<file path="src/rtl/mem_port_arbiter_pkg.sv">
// rtl/mem_port_arbiter_pkg.sv - shared constants and grant-select type for the memory port arbiter
package mem_port_arbiter_pkg;

    localparam int DEF_ADDR_W   = 10;
    localparam int DEF_DATA_W   = 16;
    localparam int DEF_MAX_WAIT = 7;

    localparam int PORT_FETCH = 0;
    localparam int PORT_DATA  = 1;
    localparam int PORT_DBG   = 2;

    typedef enum logic [1:0] {
        SEL_FETCH = 2'(PORT_FETCH),
        SEL_DATA  = 2'(PORT_DATA),
        SEL_DBG   = 2'(PORT_DBG),
        SEL_NONE  = 2'd3
    } arb_sel_e;

endpackage

</file>
<file path="src/rtl/arb_wait_counter.sv">
// rtl/arb_wait_counter.sv - saturating count of cycles a request has waited ungranted
module arb_wait_counter
    import mem_port_arbiter_pkg::*;
#(
    parameter int MAX_WAIT = DEF_MAX_WAIT
) (
    input  logic i_clk,
    input  logic i_rst,
    input  logic i_req,
    input  logic i_gnt,
    output logic o_starved
);

    localparam int CNT_W = $clog2(MAX_WAIT + 1);

    logic [CNT_W-1:0] r_cnt;
    logic             w_at_max;

    assign w_at_max  = (r_cnt == CNT_W'(MAX_WAIT));
    assign o_starved = w_at_max;

    always_ff @(posedge i_clk or posedge i_rst) begin
        if (i_rst) begin
            r_cnt <= '0;
        end else if (i_req && !i_gnt) begin
            if (!w_at_max) begin
                r_cnt <= r_cnt + CNT_W'(1);
            end
        end else begin
            r_cnt <= '0;
        end
    end

endmodule

</file>
<file path="src/rtl/mem_port_arbiter.sv">
// rtl/mem_port_arbiter.sv - shares one single-port memory between fetch, data and debug requesters
module mem_port_arbiter
    import mem_port_arbiter_pkg::*;
#(
    parameter int ADDR_W   = DEF_ADDR_W,
    parameter int DATA_W   = DEF_DATA_W,
    parameter int MAX_WAIT = DEF_MAX_WAIT
) (
    input  logic              clk,
    input  logic              rst,
    input  logic              f_req,
    input  logic [ADDR_W-1:0] f_addr,
    output logic              f_gnt,
    output logic [DATA_W-1:0] f_rdata,
    output logic              f_rvalid,
    input  logic              d_req,
    input  logic              d_we,
    input  logic              d_lock,
    input  logic [ADDR_W-1:0] d_addr,
    input  logic [DATA_W-1:0] d_wdata,
    output logic              d_gnt,
    output logic [DATA_W-1:0] d_rdata,
    output logic              d_rvalid,
    input  logic              g_req,
    input  logic              g_we,
    input  logic [ADDR_W-1:0] g_addr,
    input  logic [DATA_W-1:0] g_wdata,
    output logic              g_gnt,
    output logic [DATA_W-1:0] g_rdata,
    output logic              g_rvalid,
    output logic              mem_w_en,
    output logic [ADDR_W-1:0] mem_addr,
    output logic [DATA_W-1:0] mem_d_in,
    input  logic [DATA_W-1:0] mem_d_out
);

    arb_sel_e          w_sel;
    logic              w_f_starved;
    logic              w_d_starved;
    logic              r_lock;
    logic              r_last_data;
    logic              r_f_rvalid;
    logic              r_d_rvalid;
    logic              r_g_rvalid;
    logic [DATA_W-1:0] r_f_rdata;
    logic [DATA_W-1:0] r_d_rdata;
    logic [DATA_W-1:0] r_g_rdata;

    arb_wait_counter #(.MAX_WAIT(MAX_WAIT)) u_f_wait (
        .i_clk     (clk),
        .i_rst     (rst),
        .i_req     (f_req),
        .i_gnt     (f_gnt),
        .o_starved (w_f_starved)
    );

    arb_wait_counter #(.MAX_WAIT(MAX_WAIT)) u_d_wait (
        .i_clk     (clk),
        .i_rst     (rst),
        .i_req     (d_req),
        .i_gnt     (d_gnt),
        .o_starved (w_d_starved)
    );

    // Grants are suppressed while rst is high so nothing reaches the memory during reset.
    always_comb begin
        w_sel = SEL_NONE;
        if (rst) begin
            w_sel = SEL_NONE;
        end else if (g_req) begin
            w_sel = SEL_DBG;
        end else if (w_f_starved && f_req) begin
            w_sel = SEL_FETCH;
        end else if (w_d_starved && d_req) begin
            w_sel = SEL_DATA;
        end else if (r_lock && d_req) begin
            w_sel = SEL_DATA;
        end else if (f_req && d_req) begin
            w_sel = r_last_data ? SEL_FETCH : SEL_DATA;
        end else if (f_req) begin
            w_sel = SEL_FETCH;
        end else if (d_req) begin
            w_sel = SEL_DATA;
        end
    end

    assign f_gnt = (w_sel == SEL_FETCH);
    assign d_gnt = (w_sel == SEL_DATA);
    assign g_gnt = (w_sel == SEL_DBG);

    always_comb begin
        mem_w_en = 1'b0;
        mem_addr = '0;
        mem_d_in = '0;
        case (w_sel)
            SEL_FETCH: begin
                mem_addr = f_addr;
            end
            SEL_DATA: begin
                mem_w_en = d_we;
                mem_addr = d_addr;
                mem_d_in = d_wdata;
            end
            SEL_DBG: begin
                mem_w_en = g_we;
                mem_addr = g_addr;
                mem_d_in = g_wdata;
            end
            default: begin
                mem_w_en = 1'b0;
            end
        endcase
    end

    // Response stage: the word on mem_d_out during the grant cycle is captured at its closing edge.
    always_ff @(posedge clk or posedge rst) begin
        if (rst) begin
            r_f_rvalid  <= 1'b0;
            r_d_rvalid  <= 1'b0;
            r_g_rvalid  <= 1'b0;
            r_f_rdata   <= '0;
            r_d_rdata   <= '0;
            r_g_rdata   <= '0;
            r_lock      <= 1'b0;
            r_last_data <= 1'b1;
        end else begin
            r_f_rvalid <= f_gnt;
            r_d_rvalid <= d_gnt && !d_we;
            r_g_rvalid <= g_gnt && !g_we;
            if (f_gnt) begin
                r_f_rdata <= mem_d_out;
            end
            if (d_gnt && !d_we) begin
                r_d_rdata <= mem_d_out;
            end
            if (g_gnt && !g_we) begin
                r_g_rdata <= mem_d_out;
            end
            r_lock <= d_gnt && d_lock;
            if (f_gnt) begin
                r_last_data <= 1'b0;
            end else if (d_gnt) begin
                r_last_data <= 1'b1;
            end
        end
    end

    assign f_rvalid = r_f_rvalid;
    assign d_rvalid = r_d_rvalid;
    assign g_rvalid = r_g_rvalid;
    assign f_rdata  = r_f_rdata;
    assign d_rdata  = r_d_rdata;
    assign g_rdata  = r_g_rdata;

endmodule

</file>
<file path="config.mk">
export PLATFORM = sky130hd
export DESIGN_NAME = mem_port_arbiter
export DESIGN_NICKNAME = d
export VERILOG_FILES = /design/src/rtl/mem_port_arbiter_pkg.sv /design/src/rtl/arb_wait_counter.sv /design/src/rtl/mem_port_arbiter.sv
export SDC_FILE = /design/constraint.sdc
export NUM_CORES = 1
export LEC_CHECK = 0
export CORE_UTILIZATION = 60
export DETAILED_ROUTE_END_ITERATION = 7
export DONT_BUFFER_PORTS = 1
export GPL_ROUTABILITY_DRIVEN = 0
export PLACE_DENSITY_LB_ADDON = 0.1
export SLEW_MARGIN = 20
export SYNTH_ARGS = -nofsm -noshare
export SYNTH_HDL_FRONTEND = slang
export SYNTH_SLANG_ARGS = --single-unit
</file>
<file path="constraint.sdc">
create_clock -name clk -period 3.87 [get_ports clk]
set_input_delay 0.5805 -clock clk [delete_from_list [all_inputs] [get_ports clk]]
set_output_delay 0.5805 -clock clk [all_outputs]
set_load 0.03 [all_outputs]
</file>
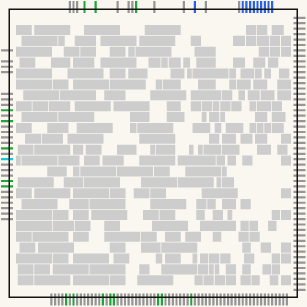
*I/O pins on the die edge, run 1*
Scale: 4 px per um. Pins as bars across the die edge, other pins in gray.
[green] `f_rdata` | pins: 16 | direction: output | edge: 8 south, 5 west, 3 north
[cyan] `g_rvalid` | pins: 1 | direction: output | edge: west
[blue] `mem_addr` | pins: 10 | direction: output | edge: north
all pins by edge: 65 south, 51 east, 28 west, 23 north
die width: 71.6 um
port buffer count: 0
die span in y: 71.6 um

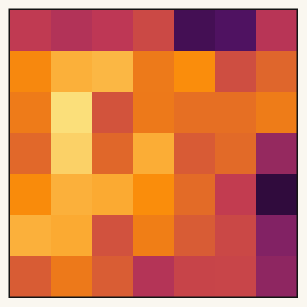
*Local utilization, run 1*
Scale: 4 px per um. The die is cut into 7 by 7 equal tiles; black is low, pale yellow is high, 0 to 100% covered.
fullest tile: 93%
tiles over 75% full: 22%
mean over tiles: 62%

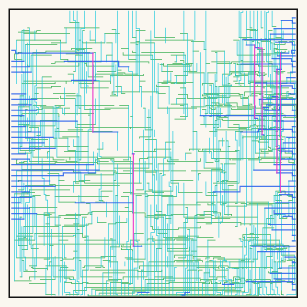
*Wiring by layer, run 1*
Scale: 4 px per um.
[magenta] met4 | wire length: 144 um
[cyan] met2 | wire length: 3780 um
[blue] met3 | wire length: 600 um
[green] met1 | wire length: 2650 um

==> impl_metrics.env, run 1 <==
# implementation run metrics
export IMPL_topCellsByArea="dfrtp_1 (50%), mux2_2 (15%), a22oi_1 (7.0%)"
export IMPL_cp_end_kind="primary output"
export IMPL_cts_num_sinks=59
export IMPL_worstSetupStartpointType="flop"
export IMPL_power_mw=1.86
export IMPL_path_max_fanout=32
export IMPL_floorplan_core_util_pct=64.6
export IMPL_yosysUniqueCellTypes=27
export IMPL_synth_top_cells_by_count="dfrtp_1 (58), mux2_2 (39), a22oi_1 (27), nor2_1 (23), o21ai_0 (11)"
export IMPL_cap_violations=0
export IMPL_synthArstFlopShare_pct=100
export IMPL_ys_ff=59
export IMPL_fp_row_count=24
export IMPL_htreeDepth=3
export IMPL_area_delta_synth_final_pct=11.4
export IMPL_cts_root_buf="clkbuf_8"
export IMPL_via_count=1996
export IMPL_first_pass_iters=4
export IMPL_hold_violations=0
export IMPL_cts_repair_resized=0
export IMPL_grt_overflow=0
export IMPL_fmax_mhz=284
export IMPL_top_cell="dfrtp_1"
export IMPL_critPathKind="flop to primary output"
export IMPL_grt_usage_pct=28.4
export IMPL_final_area_sq_um=3240
export IMPL_drv_slew=0
export IMPL_max_vdd_ir_drop_mv=0.396
export IMPL_holdWs_ns=0.397
export IMPL_highest_layer="met4"
export IMPL_pwr_density_cell_nw_per_um2=575
export IMPL_yosysTopAreaCell="dfrtp_1"
export IMPL_syn_num_nets=328
export IMPL_layout_cells_non_filler=300
export IMPL_fin_crit_ns=3.52
export IMPL_cts_tree="done"
export IMPL_flop_cell="dfrtp_1"
export IMPL_edf_count=0
export IMPL_ys_cells=236
export IMPL_layout_drive_gt1_share_pct=44.4
export IMPL_tightestPinTransition_ns=1.08
export IMPL_skew_ns=0.00857
export IMPL_clk_pin_slew_ns=0.06
export IMPL_avgRoutedWirePerCell_um=23.9
export IMPL_place_area_sq_um=3070
export IMPL_slew_limit_headroom_pct=27.6
export IMPL_grt_antenna_before_repair=0
export IMPL_status="finished clean"
export IMPL_yosysChipArea_sq_um=2910
export IMPL_grt_max_degree=61
export IMPL_syn_area_sq_um=2910
export IMPL_setup_violations_final=0
export IMPL_drt_met1_wl_mm=2.65
export IMPL_wl_met2_mm=3.78
export IMPL_die_area_sq_um=5130
export IMPL_io_pins=167
export IMPL_n_fill_cell=314
export IMPL_insertion_delay_ns=0.32
export IMPL_postCtsSetupBuffers=0
export IMPL_grt_pass1_wl_mm=10.7
export IMPL_wl_met3_um=599
export IMPL_antenna_cells=0
export IMPL_drt_initial_drc_count=58
export IMPL_cp_required_ns=3.29
export IMPL_yosysTopAreaCellShare_pct=49.9
export IMPL_synthCells=236
export IMPL_ys_warn_count=0
export IMPL_nNetsFinal=335
export IMPL_syn_area_per_cell_sq_um=12.3
export IMPL_rsz0062_at_grt="no"
export IMPL_vias_per_cell=6.65
export IMPL_finalWirelength_mm=7.17
export IMPL_grt_pass1_vias=2079
export IMPL_ys_seq_share_pct=50.8
export IMPL_p_leak_nw=1.39
export IMPL_dp_hpwl_mm=5.36
export IMPL_fin_crit_sh_pct=91.1
export IMPL_tool_warnings=28
export IMPL_arrival_ns=2.94
export IMPL_drc=0
export IMPL_hold_buffers=0
export IMPL_core_area_sq_um=4500
export IMPL_cts_inserted_buffers=9
export IMPL_cts_buffer_depth=2
export IMPL_dpl_cell_count=284
export IMPL_drtAntennaViolNets=0
export IMPL_hp_class="input pin to asynchronous set/reset pin"
[run 1: final timing paths]
path,start,endpoint,slack [ns],cells after the start
worst max-delay path,u_f_wait.r_cnt[0],mem_addr[0],0.35,8
worst min-delay path,rst,u_f_wait.r_cnt[0],0.40,2
worst max register to register,u_f_wait.r_cnt[0],d_rdata[4],0.84,9
worst min register to register,r_last_data,r_last_data,0.50,2
max in group asynchronous,rst,g_rdata[11],3.01,2
min in group clk,mem_d_out[9],g_rdata[9],0.41,1
[run 1: cell type report]
cell class | count | area, sq um | share of cell area, %
Multi-Input combinational cell | 154 | 1410 | 43.4
Tap cell | 52 | 65.1 | 2.01
Clock inverter | 6 | 32.5 | 1.00
Clock buffer | 10 | 128 | 3.94
Sequential cell | 59 | 1480 | 45.6
Inverter | 5 | 27.5 | 0.849
Timing Repair Buffer | 14 | 105 | 3.24
[run 1: layer usage]
layer  vias to the layer above  track usage [%]
met2                       105             52.0
li1                        875                -
met4                         0             9.15
met5                         -                0
met3                        13             9.99
met1                      1003             30.6
[run 1: where the power goes]
group	internal [mW]	leakage (nW)	switching, mW	total [mW]
sequential	0.749	0.715	0.361	1.11
combinational	0.156	0.592	0.148	0.304
clock	0.226	0.0856	0.223	0.449
total	1.13	1.39	0.732	1.86
[run 1: flip-flops by register name (all words and copies together), names as in the netlist]
register,count
d_rdata,16
f_rdata,16
g_rdata,16
u_d_wait.r_cnt,3
u_f_wait.r_cnt,3
d_rvalid,1
f_rvalid,1
g_rvalid,1
r_last_data,1
r_lock,1
[run 1: kinds of logic after synthesis]
kind of cell | count (synthesis) | synth area share, %
compound gates | 52 | 12.4
buf+inv | 23 | 4.00
mux | 52 | 21.1
simple gates | 42 | 8.56
fa+ha+maj | 6 | 2.58
flops | 59 | 50.8
xor+xnor | 2 | 0.602
[run 1: placed cells by master (no fill, tap or decap), types with 2 or more instances in the layout]
cell | netlist | layout
a21oi_2 | 0 | 9
mux2_4 | 9 | 9
o21ai_0 | 11 | 11
mux2_2 | 39 | 39
xor2_1 | 2 | 2
inv_1 | 4 | 3
buf_4 | 0 | 14
nor3_1 | 3 | 3
clkinvlp_4 | 0 | 2
dfrtp_1 | 58 | 58
nor4bb_1 | 9 | 9
nor2_1 | 23 | 9
nor2_2 | 0 | 14
a22oi_1 | 27 | 27
clkinv_2 | 0 | 5
o21a_1 | 2 | 2
nand2b_1 | 2 | 2
clkbuf_8 | 0 | 9
mux2i_1 | 4 | 4
ha_1 | 6 | 5
[run 1: worst max-delay path, stage by stage (launching register included)]
cell and delay [ns]:
dfrtp_1 0.40, ha_1 0.21, ha_1 0.25, nand2b_4 0.22, o21a_1 0.21, o21ai_0 0.31
ha_4 0.46, a22oi_1 0.19, a21oi_2 0.39
[run 1: through the flow]
step | util (%) | setup TNS (ns) | setup WS [ns]
after global placement | 68.2 | 0 | 0.682
after floorplan | - | -0.264 | -0.0881
after detailed placement | 68.2 | 0 | 0.519
after global routing | 72.0 | 0 | 0.160
final | 72.0 | 0 | 0.346
after CTS | 71.8 | 0 | 0.162
### Cells colored by class, run 1

Scale: 4 px per um.
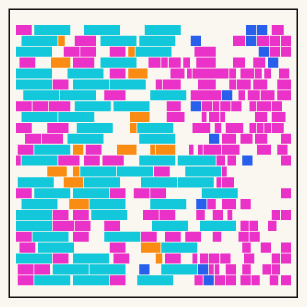

==> run 2, diff against run 1 <==
==> constraint.sdc (replaced) <==
create_clock -name clk -period 3.87 [get_ports clk]
set_input_delay 0.5805 -clock clk [delete_from_list [all_inputs] [get_ports clk]]
set_output_delay 0.5805 -clock clk [all_outputs]
set_load 0.005 [all_outputs]
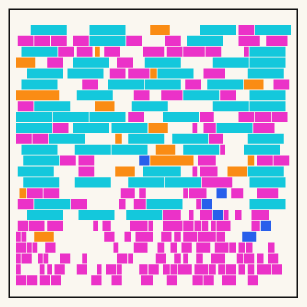
*Cells colored by class, run 2*
Scale: 4 px per um.
[blue] other buffers and delay cells | cells: 6 | share of their area: 1.5%
[orange] clock drivers and dummy loads | cells: 16 | share of their area: 6.8%
[cyan] flip-flops | cells: 59 | share of their area: 48%
[magenta] all other logic | cells: 159 | share of their area: 44%
fin area: 3140 sq um
core area: 4500 sq um
Util after Layout: 69.7%
sequential cell area share: 47.1%

==> impl_metrics.env, run 2 <==
# implementation run metrics
export IMPL_switchingPower_mw=0.445
export IMPL_die_width_um=71.6
export IMPL_final_common_cell="dfrtp_1"
export IMPL_cts_buffer_depth=2
export IMPL_cts_root_buf="clkbuf_8"
export IMPL_nNetsFinal=327
export IMPL_first_pass_iters=5
export IMPL_cp_required_ns=3.29
export IMPL_max_vdd_ir_drop_mv=0.494
export IMPL_grt_pass1_wl_mm=10.2
export IMPL_yosysUniqueCellTypes=27
export IMPL_cts_inserted_buffers=9
export IMPL_yosysTopAreaCell="dfrtp_1"
export IMPL_hp_class="input pin to flop"
export IMPL_edf_count=0
export IMPL_power_frac_comb_pct=15.0
export IMPL_top_cell="dfrtp_1"
export IMPL_setup_violations_final=0
export IMPL_swShare_pct=26.1
export IMPL_yosysChipArea_sq_um=2910
export IMPL_avgRoutedWirePerCell_um=22.8
export IMPL_critPathBufInv=1
export IMPL_syn_area_sq_um=2910
export IMPL_drtAntennaViolNets=0
export IMPL_syn_area_per_cell_sq_um=12.3
export IMPL_grt_max_degree=56
export IMPL_fp_row_count=24
export IMPL_seqPwrFrac_pct=50.6
export IMPL_rsz0062_at_grt="no"
export IMPL_ys_seq_share_pct=50.8
export IMPL_via_count=2002
export IMPL_grt_antenna_before_repair=0
export IMPL_grt_usage_pct=26.8
export IMPL_cp_end_kind="primary output"
export IMPL_ys_warn_count=0
export IMPL_setup_tns_ns=0
export IMPL_tool_warnings=27
export IMPL_clk_pin_slew_ns=0.06
export IMPL_cpMostUsedCell="ha_1"
export IMPL_cpLargestDelayFamily="AND-OR/OR-AND gates"
export IMPL_layout_drive_gt1_share_pct=31.7
export IMPL_drv_slew=0
export IMPL_skew_ns=0.00699
export IMPL_max_stage_delay_ns=0.40
export IMPL_io_buffers=0
export IMPL_pwr_density_cell_nw_per_um2=543
export IMPL_arrival_ns=2.70
export IMPL_fin_crit_sh_pct=84.7
export IMPL_fin_crit_ns=3.28
export IMPL_insertion_delay_ns=0.34
export IMPL_power_frac_clock_pct=34.4
export IMPL_die_y_um=71.6
export IMPL_grt_pass1_vias=2027
export IMPL_synthCells=236
export IMPL_worstSetupStartpointType="flop"
export IMPL_area_delta_synth_final_pct=7.91
export IMPL_critPathKind="flop to primary output"
export IMPL_crit_chain="ha_1 > ha_1 > nand2b_4 > o21a_1 > o21ai_0 > ha_1 > buf_4 > a22oi_1 > a21oi_1"
export IMPL_htreeDepth=3
export IMPL_fmax_mhz=305
export IMPL_die_area_sq_um=5130
export IMPL_dp_hpwl_mm=4.74
export IMPL_path_max_fanout=29
export IMPL_synthArstFlopShare_pct=100
export IMPL_drc=0
export IMPL_yosysTopAreaCellShare_pct=49.9
export IMPL_place_area_sq_um=2920
export IMPL_ys_ff=59
export IMPL_p_leak_nw=1.38
export IMPL_flop_cell="dfrtp_1"
export IMPL_cts_num_sinks=59
export IMPL_antenna_cells=0
export IMPL_syn_num_nets=328
export IMPL_layout_top_cells="dfrtp_1 (58), mux2_2 (39), a22oi_1 (27)"
export IMPL_hold_violations=0
export IMPL_slew_limit_headroom_pct=38.4
export IMPL_cts_tree="done"
export IMPL_critPathSlowestCell="dfrtp_1"
export IMPL_ys_cells=236
export IMPL_cts_repair_resized=0
export IMPL_p_int_mw=1.26
export IMPL_finalWirelength_mm=6.65
export IMPL_synth_top_cells_by_count="dfrtp_1 (58), mux2_2 (39), a22oi_1 (27), nor2_1 (23), o21ai_0 (11)"
export IMPL_cap_violations=0
export IMPL_status="finished clean"
export IMPL_tightestPinTransition_ns=0.924
export IMPL_io_pins=167
export IMPL_vias_per_cell=6.86
export IMPL_topCellsByArea="dfrtp_1 (50%), mux2_2 (15%), a22oi_1 (7.0%)"
export IMPL_floorplan_core_util_pct=64.6
export IMPL_drt_initial_drc_count=217
export IMPL_grt_overflow=0
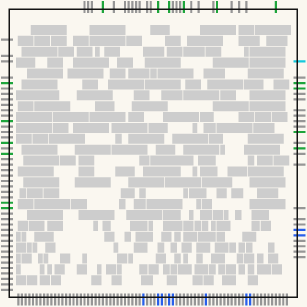
*I/O pins on the die edge, run 2*
Scale: 4 px per um. Pins as bars across the die edge, other pins in gray.
[cyan] `g_rvalid` | pins: 1 | direction: output | edge: east
[blue] `mem_addr` | pins: 10 | direction: output | edge: 8 south, 2 east
[green] `f_rdata` | pins: 16 | direction: output | edge: 6 north, 6 west, 4 east

-- run 2: cell counts after synthesis --
No cell type changed its count.
-- run 2: worst paths after layout --
check	cells after the start	endpoint	from	slack [ns]
max	9	mem_addr[8]	u_f_wait.r_cnt[0]	0.59
min	1	f_rdata[2]	mem_d_out[2]	0.39
max reg2reg	8	g_rdata[9]	u_f_wait.r_cnt[0]	0.93
min reg2reg	2	r_last_data	r_last_data	0.52
max in group asynchronous	3	d_rvalid	rst	2.39
min in group asynchronous	2	u_f_wait.r_cnt[2]	rst	0.61
-- run 2: power groups by stage --
stage               Clock, mW  Sequential (mW)  Combinational [mW]
finish                  0.585            0.863               0.256
global route            0.626            0.878               0.281
detailed placement          0            0.872               0.256
CTS                     0.602            0.864               0.259
global placement            0            0.866               0.238
floorplan                   0            0.837               0.223
-- run 2: area by class of cell --
type,count,area (sq um)
clock buffers,10,128
clock inverters,6,80.1
fillers,343,1360
inverters,5,23.8
multi-input cells,154,1320
flip-flops and latches,59,1480
well taps,52,65.1
repair buffers,6,47.5
-- run 2: cell families (layout without fill, tap and decap cells) --
logic type / count (synthesis) / after routing / synth area share [%]
DFF: 59 / 59 / 50.8
AOI/OAI and AO/OA: 52 / 52 / 12.4
muxes: 52 / 52 / 21.1
and+or+nand+nor: 42 / 42 / 8.56
buffers and inverters: 23 / 27 / 4.00
adders and majority gates: 6 / 6 / 2.58
xor gates and xnor gates: 2 / 2 / 0.602
-- run 2: what timing repair did --
item	4_1_cts	5_1_grt
hold buffers	1	0
hold endpoints to repair	4	0
buffers inserted	0	0
-- run 2: per-layer routing --
layer / up-vias / share of wire (%) / GRT usage (%)
li1: 855 / - / -
met1: 1027 / 39 / 32.1
met2: 111 / 49 / 40.7
met3: 9 / 11 / 14.3
met4: 0 / 0.81 / 10.5
met5: - / 0 / 0
-- run 2: through the flow --
step                      hold slack, ns  worst slack [ns]  power [mW]  instances
after floorplan                    0.475             0.143        1.06        236
after global placement             0.355              1.05        1.10        275
after detailed placement           0.359             0.938        1.13        275
after CTS                          0.369             0.601        1.72        292
after global routing               0.362             0.418        1.79        292
final                              0.388             0.591        1.70        292
No activity file was given, so power comes from the tool's default toggle rates.
